### src/rtl/key_freq_select.sv
// PS/2 set-2 scan-code front end for physics: tracks up to two held note keys and
// publishes their frequency ids with a rate-limited new_f strobe.
module key_freq_select #(
    parameter int unsigned HOLDOFF = 1100000,
    parameter int unsigned HOLD_W  = 21
) (
    input  logic       clock,
    input  logic       reset,
    input  logic [7:0] scan_code,
    input  logic       scan_valid,
    output logic [4:0] freq_id1,
    output logic [4:0] freq_id2,
    output logic       new_f
);

    localparam int unsigned ID_W = 5;
    localparam logic [ID_W-1:0] EMPTY = ID_W'(31);
    localparam logic [7:0] CODE_EXT = 8'hE0;
    localparam logic [7:0] CODE_BRK = 8'hF0;

    typedef enum logic [1:0] {
        ST_IDLE,
        ST_BRK,
        ST_EXT,
        ST_EXTBRK
    } state_e;

    state_e            state_q, state_d;
    logic [ID_W-1:0]   s1_q, s1_d, s2_q, s2_d;
    logic [ID_W-1:0]   freq_id1_q, freq_id1_d, freq_id2_q, freq_id2_d;
    logic              new_f_q, new_f_d;
    logic              pending_q, pending_d;
    logic [HOLD_W-1:0] cnt_q, cnt_d;

    logic [ID_W:0]     key_c;
    logic              make_c, brk_c, slot_chg_c, emit_c;

    // Keymap lookup: {hit, id}
    function automatic logic [ID_W:0] map_code(input logic [7:0] code);
        case (code)
            8'h1A: map_code = {1'b1, ID_W'(0)};
            8'h1B: map_code = {1'b1, ID_W'(1)};
            8'h22: map_code = {1'b1, ID_W'(2)};
            8'h23: map_code = {1'b1, ID_W'(3)};
            8'h21: map_code = {1'b1, ID_W'(4)};
            8'h2A: map_code = {1'b1, ID_W'(5)};
            8'h34: map_code = {1'b1, ID_W'(6)};
            8'h32: map_code = {1'b1, ID_W'(7)};
            8'h33: map_code = {1'b1, ID_W'(8)};
            8'h31: map_code = {1'b1, ID_W'(9)};
            8'h3B: map_code = {1'b1, ID_W'(10)};
            8'h3A: map_code = {1'b1, ID_W'(11)};
            8'h15: map_code = {1'b1, ID_W'(12)};
            8'h1E: map_code = {1'b1, ID_W'(13)};
            8'h1D: map_code = {1'b1, ID_W'(14)};
            8'h26: map_code = {1'b1, ID_W'(15)};
            8'h24: map_code = {1'b1, ID_W'(16)};
            8'h2D: map_code = {1'b1, ID_W'(17)};
            8'h2E: map_code = {1'b1, ID_W'(18)};
            8'h2C: map_code = {1'b1, ID_W'(19)};
            8'h36: map_code = {1'b1, ID_W'(20)};
            8'h35: map_code = {1'b1, ID_W'(21)};
            8'h3D: map_code = {1'b1, ID_W'(22)};
            8'h3C: map_code = {1'b1, ID_W'(23)};
            8'h43: map_code = {1'b1, ID_W'(24)};
            default: map_code = {1'b0, EMPTY};
        endcase
    endfunction

    // Prefix parser: only plain make and plain F0-break of mapped keys produce events
    always_comb begin
        state_d = state_q;
        make_c  = 1'b0;
        brk_c   = 1'b0;
        key_c   = map_code(scan_code);
        if (scan_valid) begin
            case (state_q)
                ST_IDLE: begin
                    if (scan_code == CODE_EXT)      state_d = ST_EXT;
                    else if (scan_code == CODE_BRK) state_d = ST_BRK;
                    else                            make_c  = key_c[ID_W];
                end
                ST_BRK: begin
                    brk_c   = key_c[ID_W];
                    state_d = ST_IDLE;
                end
                ST_EXT:    state_d = (scan_code == CODE_BRK) ? ST_EXTBRK : ST_IDLE;
                ST_EXTBRK: state_d = ST_IDLE;
                default:   state_d = ST_IDLE;
            endcase
        end
    end

    // Held-key slots: s1 is the older key; a third press evicts the oldest
    always_comb begin
        s1_d = s1_q;
        s2_d = s2_q;
        if (make_c && key_c[ID_W-1:0] != s1_q && key_c[ID_W-1:0] != s2_q) begin
            if (s1_q == EMPTY) begin
                s1_d = key_c[ID_W-1:0];
            end else if (s2_q == EMPTY) begin
                s2_d = key_c[ID_W-1:0];
            end else begin
                s1_d = s2_q;
                s2_d = key_c[ID_W-1:0];
            end
        end else if (brk_c) begin
            if (key_c[ID_W-1:0] == s1_q) begin
                s1_d = s2_q;
                s2_d = EMPTY;
            end else if (key_c[ID_W-1:0] == s2_q) begin
                s2_d = EMPTY;
            end
        end
        slot_chg_c = (s1_d != s1_q) || (s2_d != s2_q);
    end

    // Rate limiter: the reload keeps successive new_f pulses exactly HOLDOFF cycles apart at most rate
    always_comb begin
        emit_c     = pending_q && (cnt_q == '0);
        new_f_d    = emit_c;
        freq_id1_d = emit_c ? s1_q : freq_id1_q;
        freq_id2_d = emit_c ? s2_q : freq_id2_q;
        if (emit_c) begin
            cnt_d     = HOLD_W'(HOLDOFF - 1);
            pending_d = slot_chg_c;
        end else begin
            cnt_d     = (cnt_q != '0) ? cnt_q - HOLD_W'(1) : cnt_q;
            pending_d = pending_q | slot_chg_c;
        end
    end

    always_ff @(posedge clock or posedge reset) begin
        if (reset) begin
            state_q    <= ST_IDLE;
            s1_q       <= EMPTY;
            s2_q       <= EMPTY;
            freq_id1_q <= EMPTY;
            freq_id2_q <= EMPTY;
            new_f_q    <= 1'b0;
            pending_q  <= 1'b0;
            cnt_q      <= '0;
        end else begin
            state_q    <= state_d;
            s1_q       <= s1_d;
            s2_q       <= s2_d;
            freq_id1_q <= freq_id1_d;
            freq_id2_q <= freq_id2_d;
            new_f_q    <= new_f_d;
            pending_q  <= pending_d;
            cnt_q      <= cnt_d;
        end
    end

    assign freq_id1 = freq_id1_q;
    assign freq_id2 = freq_id2_q;
    assign new_f    = new_f_q;

endmodule
### config.mk
export PLATFORM = sky130hd
export DESIGN_NAME = key_freq_select
export DESIGN_NICKNAME = d
export VERILOG_FILES = /design/src/rtl/key_freq_select.sv
export SDC_FILE = /design/constraint.sdc
export NUM_CORES = 1
export LEC_CHECK = 0
export ABC_AREA = 1
export CORE_ASPECT_RATIO = 1.75
export CORE_MARGIN = 2
export CORE_UTILIZATION = 40
export DETAILED_ROUTE_END_ITERATION = 6
export PLACE_DENSITY = 0.58
export SYNTH_ARGS = -nofsm -noshare
export SYNTH_HDL_FRONTEND = slang
export SYNTH_SLANG_ARGS = --single-unit
### constraint.sdc
create_clock -name clock -period 4.2 [get_ports clock]
set_input_delay 0.63 -clock clock [delete_from_list [all_inputs] [get_ports clock]]
set_output_delay 0.63 -clock clock [all_outputs]
set_load 0.01 [all_outputs]
==> images/met2.png <==
(4 px per um)
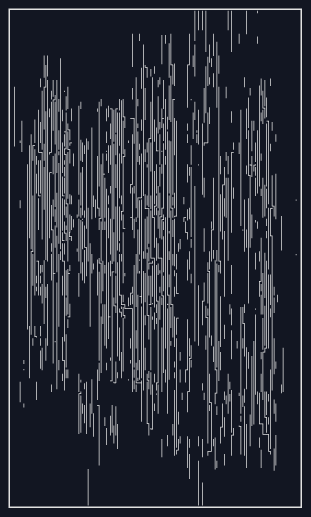
nets with wire on the layer: 424
main direction: vertical
routed vias: 3225
met2 demand-to-capacity share in global routing: 0.4182

==> images/pins.png <==
(4 px per um) Pins as bars across the die edge, other pins in grey.
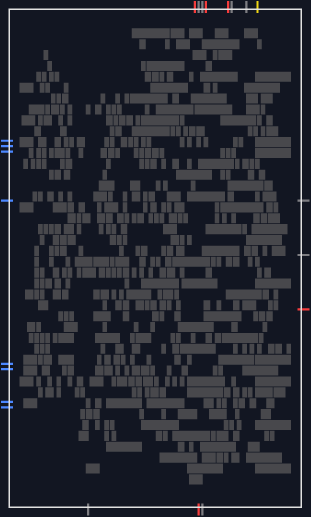
[blue] `scan_code` | pins: 8 | direction: input | edge: left
[red] `freq_id1` | pins: 5 | direction: output | edge: 3 top, 1 bottom, 1 right
[yellow] `clock` | pins: 1 | direction: input | edge: top
die extent in y: 124.1 um
DIE WIDTH: 72.66 um
quantity of I/O buffers inserted on ports: 21

==> images/port_nets.png <==
(3 px per um)
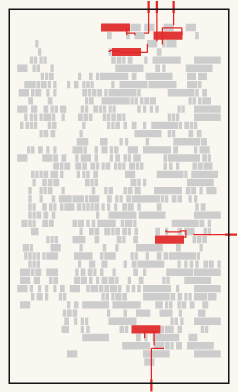
[red] `freq_id1` | bits: 5 | direction: output | edge: 3 top, 1 bottom, 1 right | end cells: 5 | buffers: 5 | wire: 109 um
number of I/O pins: 22

==> images/metal_stack.png <==
(3 px per um) Two of the layers only.
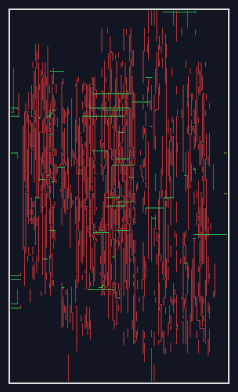
[red] met2 | wire length: 5180 um
[green] met3 | wire length: 183 um
overall track demand over capacity in global routing: 0.2079
sum of routed wire length over all layers: 8.753 mm
wire length per cell: 14.49 um

==> images/final_placement.png <==
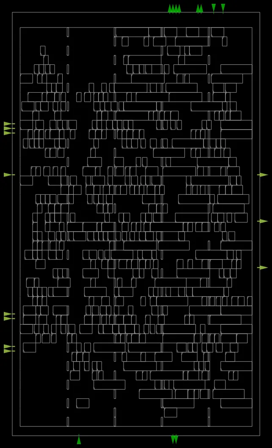
flip-flops: 45
share of the final layout cell area in sequential cells: 0.3064
tap cell count: 90
Core Util, Final: 0.4719

==> impl_table.tex <==
% Yosys + OpenROAD metrics
\begin{tabular}{lr}
\hline
Metric & Value \\
\hline
\multicolumn{2}{l}{\textbf{Logic synthesis}} \\
\quad Synthesized flop and latch total & 45 \\
\quad Most common cell in the netlist & nand2\_1 \\
\quad Share of the yosys chip area belonging to registers & 0.3489 \\
\quad Net count entering floorplan & 502 \\
\quad Post-synthesis cell count from yosys & 490 \\
\quad Most frequently used flop master after synthesis & dfrtp\_1 \\
\quad Yosys stat chip area & 3299 um2 \\
\quad Most numerous cell types in the synthesized netlist & 137 x nand2\_1, 64 x nor2\_1, 49 x inv\_1 \\
\quad Number of enable flip-flop cells & 0 \\
\quad Library cell occupying the most area in the post-synthesis netlist & dfrtp\_1 \\
\quad Post-synthesis cell count & 490 \\
\quad FFs w/ async S/R, synth & 1.000 \\
\quad XOR/XNOR Fraction of Synth Area & 0.01858 \\
\quad Synth Warn \# & 0 \\
\quad Number of distinct library cells after synthesis & 41 \\
\multicolumn{2}{l}{\textbf{Critical path}} \\
\quad Worst Setup Path Type & primary input to flop \\
\quad Slowest cell on the critical path & clkdlybuf4s50\_1 \\
\quad Data arrival at the endpoint of the critical path & 3.85 ns \\
\quad Worst path most repeated cell & nand2\_1 \\
\quad Crit end category & flop \\
\quad Worst path max stage delay & 0.71 ns \\
\quad Reg2Reg Depth & 16 \\
\quad Endpoint of the lowest-slack register-to-register path & cnt\_q[19]\$\_DFFE\_PP0P\_ \\
\quad Worst Setup Start Kind & primary input \\
\quad CP Depth & 20 \\
\quad Critical Path Fanout Max & 16 \\
\quad Category of cells accounting for the largest share of critical-path delay & simple AND/OR/NAND/NOR gates \\
\quad Timing startpoint of the critical path & scan\_code[1] \\
\quad FF-to-FF setup slack & 1.50 ns \\
\quad Timing endpoint of the critical path & pending\_q\$\_DFF\_PP0\_ \\
\multicolumn{2}{l}{\textbf{Place}} \\
\quad Area post-placement & 3585 um2 \\
\quad HPWL after DPL & 7.174 mm \\
\quad Post-Place Worst Slack & 0.2838 ns \\
\quad Placed Instances & 596 \\
\multicolumn{2}{l}{\textbf{Clocking}} \\
\quad CTS sink count & 45 \\
\quad Clock tree from TritonCTS & done \\
\quad Clock Tree Root & clkbuf\_16 \\
\quad Clock buffer count from CTS & 5 \\
\quad Buffers inserted by post-CTS timing repair & 0 \\
\quad CTS Hold Bufs & 0 \\
\quad Longest Clk Path Bufs & 2 \\
\quad Worst skew pair latency & 0.28 ns \\
\multicolumn{2}{l}{\textbf{Routing}} \\
\quad Met2 routed wirelength & 5.175 mm \\
\quad Remaining antenna violation count & 0 \\
\quad Top Metal Used & met4 \\
\quad Sum of met3 wire segment lengths after detailed routing & 183 um \\
\multicolumn{2}{l}{\textbf{Layout}} \\
\quad Register with the most flip-flops & cnt\_q \\
\quad Largest class & logic gates \\
\quad Synthesis-to-layout area growth & 13.88\% \\
\quad MI comb area & 1861 um2 \\
\quad Fin nets & 525 \\
\quad Flip-flop count of the largest register after layout & 21 \\
\quad Sequential cell area & 1151 um2 \\
\quad Signal buffers share of area & 0.05994 \\
\quad Number of diodes & 0 \\
\quad Dominant logic cell type in the layout & nand2\_1 \\
\quad Multi-input gate share of total cell area & 0.4952 \\
\quad Number of multi-input combinational cells & 376 \\
\quad Share of layout cells above drive strength 1 & 0.1556 \\
\quad Final cell count without fillers & 604 \\
\quad Number of buffers other than clock buffers in the final layout & 23 \\
\multicolumn{2}{l}{\textbf{STA}} \\
\quad Pins over their slew limit & 0 \\
\quad Number of failing hold endpoints at the final stage & 0 \\
\quad Min Tclk post-route & 3.692 ns \\
\quad Fmax & 270.9 MHz \\
\quad Total negative setup slack & 0 ns \\
\quad Slew margin rel. & 0.3917 \\
\quad \# setup viols final & 0 \\
\quad Hold WS & 0.4766 ns \\
\quad Pin slew with the least headroom to its limit & 0.9111 ns \\
\quad Final WS setup & 0.5084 ns \\
\multicolumn{2}{l}{\textbf{Global route}} \\
\quad Vias in the first global route & 3184 \\
\quad Met3 track demand over resource & 0.01294 \\
\quad Maximum number of pins on one net before global-route repair & 46 \\
\quad Grt total ovfl & 0 \\
\multicolumn{2}{l}{\textbf{Pwr}} \\
\quad Sequential group share of total power & 0.362 \\
\quad Leakage power & 1.823 nW \\
\quad Power of the sequential group & 0.000608 W \\
\quad Internal power consumption & 0.001020 W \\
\quad Power consumed by the clock network & 0.000451 W \\
\quad Peak supply drop & 0.0001908 V \\
\quad Share of total power in the clock network & 0.269 \\
\quad Total power & 0.001681 W \\
\multicolumn{2}{l}{\textbf{Floorplan}} \\
\quad FP Util & 0.4144 \\
\quad Area of the core & 7963 um2 \\
\multicolumn{2}{l}{\textbf{Status}} \\
\quad Outcome & completed \\
\multicolumn{2}{l}{\textbf{Worst hold path}} \\
\quad Endpoint of the worst hold-timing path & cnt\_q[19]\$\_DFFE\_PP0P\_ \\
\hline
\end{tabular}
Power is estimated from default activity; no workload was simulated.
